m2.png
Scale: 4 px per µm.
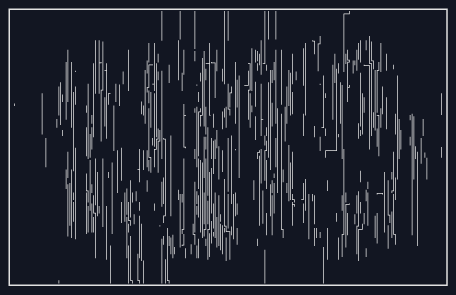
pinout.png
Scale: 4 px per µm. Pins as bars across the die edge, other pins in grey.
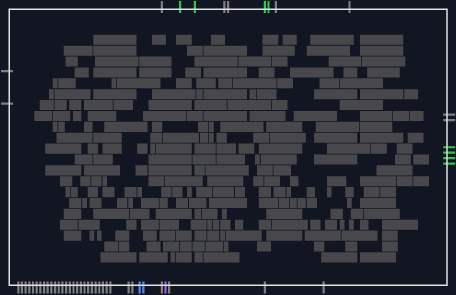
placed.png
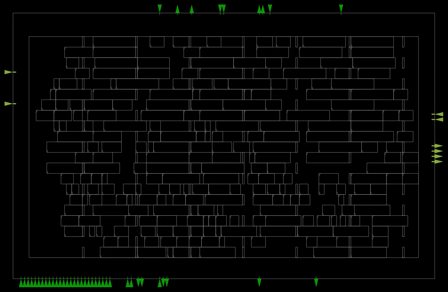
**src/rtl/predictor_update_ctrl_pkg.sv**
```systemverilog
// Shared encodings for the branch-history maintenance controller: 2-bit
// counter values and the maintenance FSM states.
package predictor_update_ctrl_pkg;

  localparam int PREDICTOR_BIT = 2;

  localparam logic [1:0] STRONG_NOT_JUMP = 2'b00;
  localparam logic [1:0] WEAK_NOT_JUMP   = 2'b01;
  localparam logic [1:0] WEAK_JUMP       = 2'b10;
  localparam logic [1:0] STRONG_JUMP     = 2'b11;

  typedef enum logic [1:0] {
    PUC_INIT  = 2'd0,
    PUC_IDLE  = 2'd1,
    PUC_READ  = 2'd2,
    PUC_WRITE = 2'd3
  } puc_state_e;

endpackage

```
**src/rtl/predictor_update_ctrl_fifo.sv**
```systemverilog
// Small synchronous FIFO that holds committed branch outcomes until the
// maintenance port is free. Storage is not reset; only pointers and count are.
module pdt_update_fifo
  import predictor_update_ctrl_pkg::*;
#(
  parameter int DEPTH  = 4,
  parameter int DATA_W = 9
) (
  input  logic                       clk,
  input  logic                       rst,
  input  logic                       push,
  input  logic                       pop,
  input  logic [DATA_W-1:0]          din,
  output logic [DATA_W-1:0]          dout,
  output logic [$clog2(DEPTH):0]     count,
  output logic                       full,
  output logic                       empty
);

  localparam int PTR_W = $clog2(DEPTH);
  localparam logic [PTR_W-1:0] PTR_ONE  = PTR_W'(1);
  localparam logic [PTR_W:0]   CNT_ONE  = (PTR_W + 1)'(1);
  localparam logic [PTR_W:0]   CNT_FULL = (PTR_W + 1)'(DEPTH);

  logic [DATA_W-1:0] mem [DEPTH];
  logic [PTR_W-1:0]  wr_ptr;
  logic [PTR_W-1:0]  rd_ptr;
  logic              do_push;
  logic              do_pop;

  assign full    = (count == CNT_FULL);
  assign empty   = (count == '0);
  assign do_push = push && !full;
  assign do_pop  = pop && !empty;
  assign dout    = mem[rd_ptr];

  always_ff @(posedge clk or negedge rst) begin
    if (!rst) begin
      wr_ptr <= '0;
      rd_ptr <= '0;
      count  <= '0;
    end else begin
      if (do_push) wr_ptr <= wr_ptr + PTR_ONE;
      if (do_pop)  rd_ptr <= rd_ptr + PTR_ONE;
      case ({do_push, do_pop})
        2'b10:   count <= count + CNT_ONE;
        2'b01:   count <= count - CNT_ONE;
        default: count <= count;
      endcase
    end
  end

  always_ff @(posedge clk) begin
    if (do_push) mem[wr_ptr] <= din;
  end

endmodule

```
**src/rtl/predictor_update_ctrl.sv**
```systemverilog
// Owns the predictor table's maintenance port: clears it by sweep after reset,
// then applies queued ROB branch outcomes as read-modify-write counter updates.
module predictor_update_ctrl
  import predictor_update_ctrl_pkg::*;
#(
  parameter int         PREDICTOR_SIZE = 256,
  parameter int         IDX_W          = 8,
  parameter int         FIFO_DEPTH     = 4,
  parameter logic [1:0] INIT_VALUE     = WEAK_NOT_JUMP
) (
  input  logic             clk,
  input  logic             rst,
  input  logic             enable_sign_from_rob,
  input  logic             hit_from_rob,
  input  logic [31:0]      pc_from_rob,
  output logic             full_to_rob,
  output logic             ready_to_fch,
  output logic [IDX_W-1:0] tbl_addr_to_pdt,
  output logic             tbl_we_to_pdt,
  output logic [1:0]       tbl_wdata_to_pdt,
  input  logic [1:0]       tbl_rdata_from_pdt,
  output logic             overflow_err
);

  localparam int CNT_W = $clog2(FIFO_DEPTH) + 1;
  localparam logic [IDX_W-1:0] LAST_IDX = IDX_W'(PREDICTOR_SIZE - 1);
  localparam logic [CNT_W-1:0] CNT_ONE  = CNT_W'(1);

  puc_state_e       state;
  logic [IDX_W-1:0] sweep_idx;
  logic [IDX_W-1:0] addr_q;
  logic [1:0]       wdata_q;
  logic             push_acc;
  logic             pop_head;
  logic [IDX_W:0]   head;
  logic [IDX_W-1:0] head_idx;
  logic             head_taken;
  logic [CNT_W-1:0] fifo_count;
  logic             fifo_empty;
  logic             more_after_pop;
  logic [1:0]       upd_val;
  logic             unused_pc_bits;

  function automatic logic [1:0] sat_update(input logic [1:0] ctr, input logic taken);
    if (taken) return (ctr == STRONG_JUMP)     ? STRONG_JUMP     : ctr + 2'd1;
    else       return (ctr == STRONG_NOT_JUMP) ? STRONG_NOT_JUMP : ctr - 2'd1;
  endfunction

  assign unused_pc_bits = ^{pc_from_rob[31:IDX_W+2], pc_from_rob[1:0]};
  assign push_acc       = enable_sign_from_rob && !full_to_rob;
  assign pop_head       = (state == PUC_WRITE);
  assign head_idx       = head[IDX_W:1];
  assign head_taken     = head[0];
  assign more_after_pop = (fifo_count > CNT_ONE) || push_acc;
  assign upd_val        = sat_update(tbl_rdata_from_pdt, head_taken);

  pdt_update_fifo #(
    .DEPTH  (FIFO_DEPTH),
    .DATA_W (IDX_W + 1)
  ) u_fifo (
    .clk   (clk),
    .rst   (rst),
    .push  (push_acc),
    .pop   (pop_head),
    .din   ({pc_from_rob[IDX_W+1:2], hit_from_rob}),
    .dout  (head),
    .count (fifo_count),
    .full  (full_to_rob),
    .empty (fifo_empty)
  );

  // READ/WRITE address follows the queue head; write data in WRITE depends on
  // this cycle's read data, so it cannot be registered without a third cycle.
  assign tbl_addr_to_pdt  = (state == PUC_READ || state == PUC_WRITE) ? head_idx : addr_q;
  assign tbl_wdata_to_pdt = (state == PUC_WRITE) ? upd_val : wdata_q;

  always_ff @(posedge clk or negedge rst) begin
    if (!rst) begin
      state         <= PUC_INIT;
      sweep_idx     <= '0;
      addr_q        <= '0;
      wdata_q       <= INIT_VALUE;
      tbl_we_to_pdt <= 1'b0;
      ready_to_fch  <= 1'b0;
      overflow_err  <= 1'b0;
    end else begin
      if (enable_sign_from_rob && full_to_rob) overflow_err <= 1'b1;
      case (state)
        PUC_INIT: begin
          tbl_we_to_pdt <= 1'b1;
          addr_q        <= sweep_idx;
          wdata_q       <= INIT_VALUE;
          sweep_idx     <= sweep_idx + IDX_W'(1);
          if (sweep_idx == LAST_IDX) begin
            state        <= PUC_IDLE;
            ready_to_fch <= 1'b1;
          end
        end
        PUC_IDLE: begin
          tbl_we_to_pdt <= 1'b0;
          if (!fifo_empty) state <= PUC_READ;
        end
        PUC_READ: begin
          tbl_we_to_pdt <= 1'b1;
          state         <= PUC_WRITE;
        end
        PUC_WRITE: begin
          tbl_we_to_pdt <= 1'b0;
          wdata_q       <= upd_val;
          state         <= more_after_pop ? PUC_READ : PUC_IDLE;
        end
        default: state <= PUC_INIT;
      endcase
    end
  end

endmodule

```
**config.mk**
```make
export PLATFORM = sky130hd
export DESIGN_NAME = predictor_update_ctrl
export DESIGN_NICKNAME = d
export VERILOG_FILES = /design/src/rtl/predictor_update_ctrl_pkg.sv /design/src/rtl/predictor_update_ctrl_fifo.sv /design/src/rtl/predictor_update_ctrl.sv
export SDC_FILE = /design/constraint.sdc
export NUM_CORES = 1
export LEC_CHECK = 0
export CORE_ASPECT_RATIO = 0.6
export CORE_MARGIN = 4
export CORE_UTILIZATION = 47
export CTS_CLUSTER_DIAMETER = 50
export CTS_CLUSTER_SIZE = 10
export DETAILED_ROUTE_END_ITERATION = 10
export PLACE_DENSITY_LB_ADDON = 0.2
export SLEW_MARGIN = 20
export SYNTH_ARGS = -nofsm -noshare
export SYNTH_HDL_FRONTEND = slang
export SYNTH_SLANG_ARGS = --single-unit
```
**constraint.sdc**
```tcl
create_clock -name clk -period 1.8 [get_ports clk]
set_input_delay 0.27 -clock clk [delete_from_list [all_inputs] [get_ports clk]]
set_output_delay 0.27 -clock clk [all_outputs]
set_load 0.05 [all_outputs]
```
==> impl_metrics.ini <==
; synthesis and place-and-route metrics
[status]
status = finished with violations
violations = setup timing

[power]
seq-power_uw = 2350
p_leak_uw = 0.00152
totalPowerFinal_uw = 7110
switching_share_pct = 36.8
clk-power_uw = 1310
clkPwrFrac_pct = 18.4
maxPowerGroup = combinational cells
powerDensity_mw_per_mm2 = 1880

[cells_and_area]
buffer_area_share_pct = 14.4
largest-register = u_fifo.mem
largest_class = registers
logic_gates = 103
nClkBuffers = 11
clk_share_pct = 5.56
inverters = 11
ff_count = 66
drive_gt1_share_pct = 39.4
final-comb-area_mm2 = 0.00105
regArea_mm2 = 0.00183

[floorplan]
boundaryPins = 52
taps = 80
rows = 21
fp_util_pct = 50.1
die_w_um = 109

[worst_setup_path]
crit_chain = mux4_2 -> maj3_2 -> nand2_2 -> o21ai_2 -> buf_6
reg2reg_depth = 7
crit_buf_inv = 1
r2r_slack_ns = -0.16
crit_arrival_ns = 1.92
crit_required_ns = 1.53
slowest_delay_ns = 0.56
cpMaxStageDelayCell = mux4_2
critPathTopFamily = multiplexers
crit_path_start = u_fifo.rd_ptr[0]
crit_end = tbl_wdata_to_pdt[0]
timing.rr.start = u_fifo.rd_ptr[0]

[yosys]
synthXorXnorAreaFrac_pct = 3.95
synthTopCellsByArea = edfxtp_1 38%, dfrtp_1 25%, mux4_2 7.0%, mux2_2 6.6%, ha_1 6.1%
enable_flop_cells = 36
mux_share_pct = 14.0
syn-cell-area_mm2 = 0.00288
synthCells = 186

[detailed_routing]
routedWlPerCell_um = 16.9
drc_errors = 0
drt_first_pass_iters = 4

[clock_tree]
clockRootBuffer = clkbuf_8
htree_levels = 3
clk_latency_ns = 0.34
clock-sinks = 66

[global_routing]
grt_pass1_wl_um = 9250
grt_max_degree = 31
antenna_found_initial = 0
overflow = 0

[timing]
timing.hold.ws_ns = 0.313
slew_viol_final = 0
fin_tns_setup_ns = -3.56
finalHoldViolCount = 0
fmaxAchievable_ghz = 0.456
setup_ws_ns = -0.392
period_needed_ns = 2.19
setup_viol = 11

[job]
warning_count = 61

[place]
dpl_worst_slack_ns = -0.107
post-place-cells = 306
Back to the opening pictures, m2.png:
238 nets have wire on it. The wires run mostly vertical. The layer carries 2870 µm of wire. The longest straight run is 30.3 µm. The layer holds 52% of the routed length.
routed vias: 1662
WL final: 5520 µm
M2 GR Usage: 30.4%

Back to the opening pictures, pinout.png:
Key: blue = tbl_wdata_to_pdt [pins 2, direction output, edge bottom]; purple = full_to_rob [pins 1, direction output, edge bottom]; green = tbl_addr_to_pdt [pins 8, direction output, edge 4 top, 4 right]
All pins by edge: 35 bottom, 9 top, 6 right, 2 left.

Back to the opening pictures, placed.png:
core area: 0.00575 mm²
flop share of the area: 48.5%
fin cells: 326
post-layout util: 65.7%

-- cell usage after synthesis (2+ instances only) --
cell,number
a21boi_0,2
clkbuf_1,3
and2_1,5
mux2_2,17
inv_1,11
xnor2_1,10
buf_2,3
mux4_2,9
xor2_1,3
nor2_1,6
edfxtp_1,36
o41ai_1,2
nand2_1,10
dfrtp_1,29
ha_1,14
o21ai_0,6
nand4_1,3
o21bai_1,2
and3_1,3
-- routing by layer --
layer / wire length (µm) / track usage, % / part of all wire (%)
met1: 2320 / 19.5 / 42
met2: 2870 / 30.4 / 52
met3: 244 / 5.86 / 4.4
met4: 85 / 7.40 / 1.5
met5: 0 / 0 / 0
-- timing repair --
action                     4_1_cts  5_1_grt
pin swaps                        2        3
setup buffers                    8        2
setup endpoints to repair       47       54
hold endpoints to repair         0        0
resized                         17       14
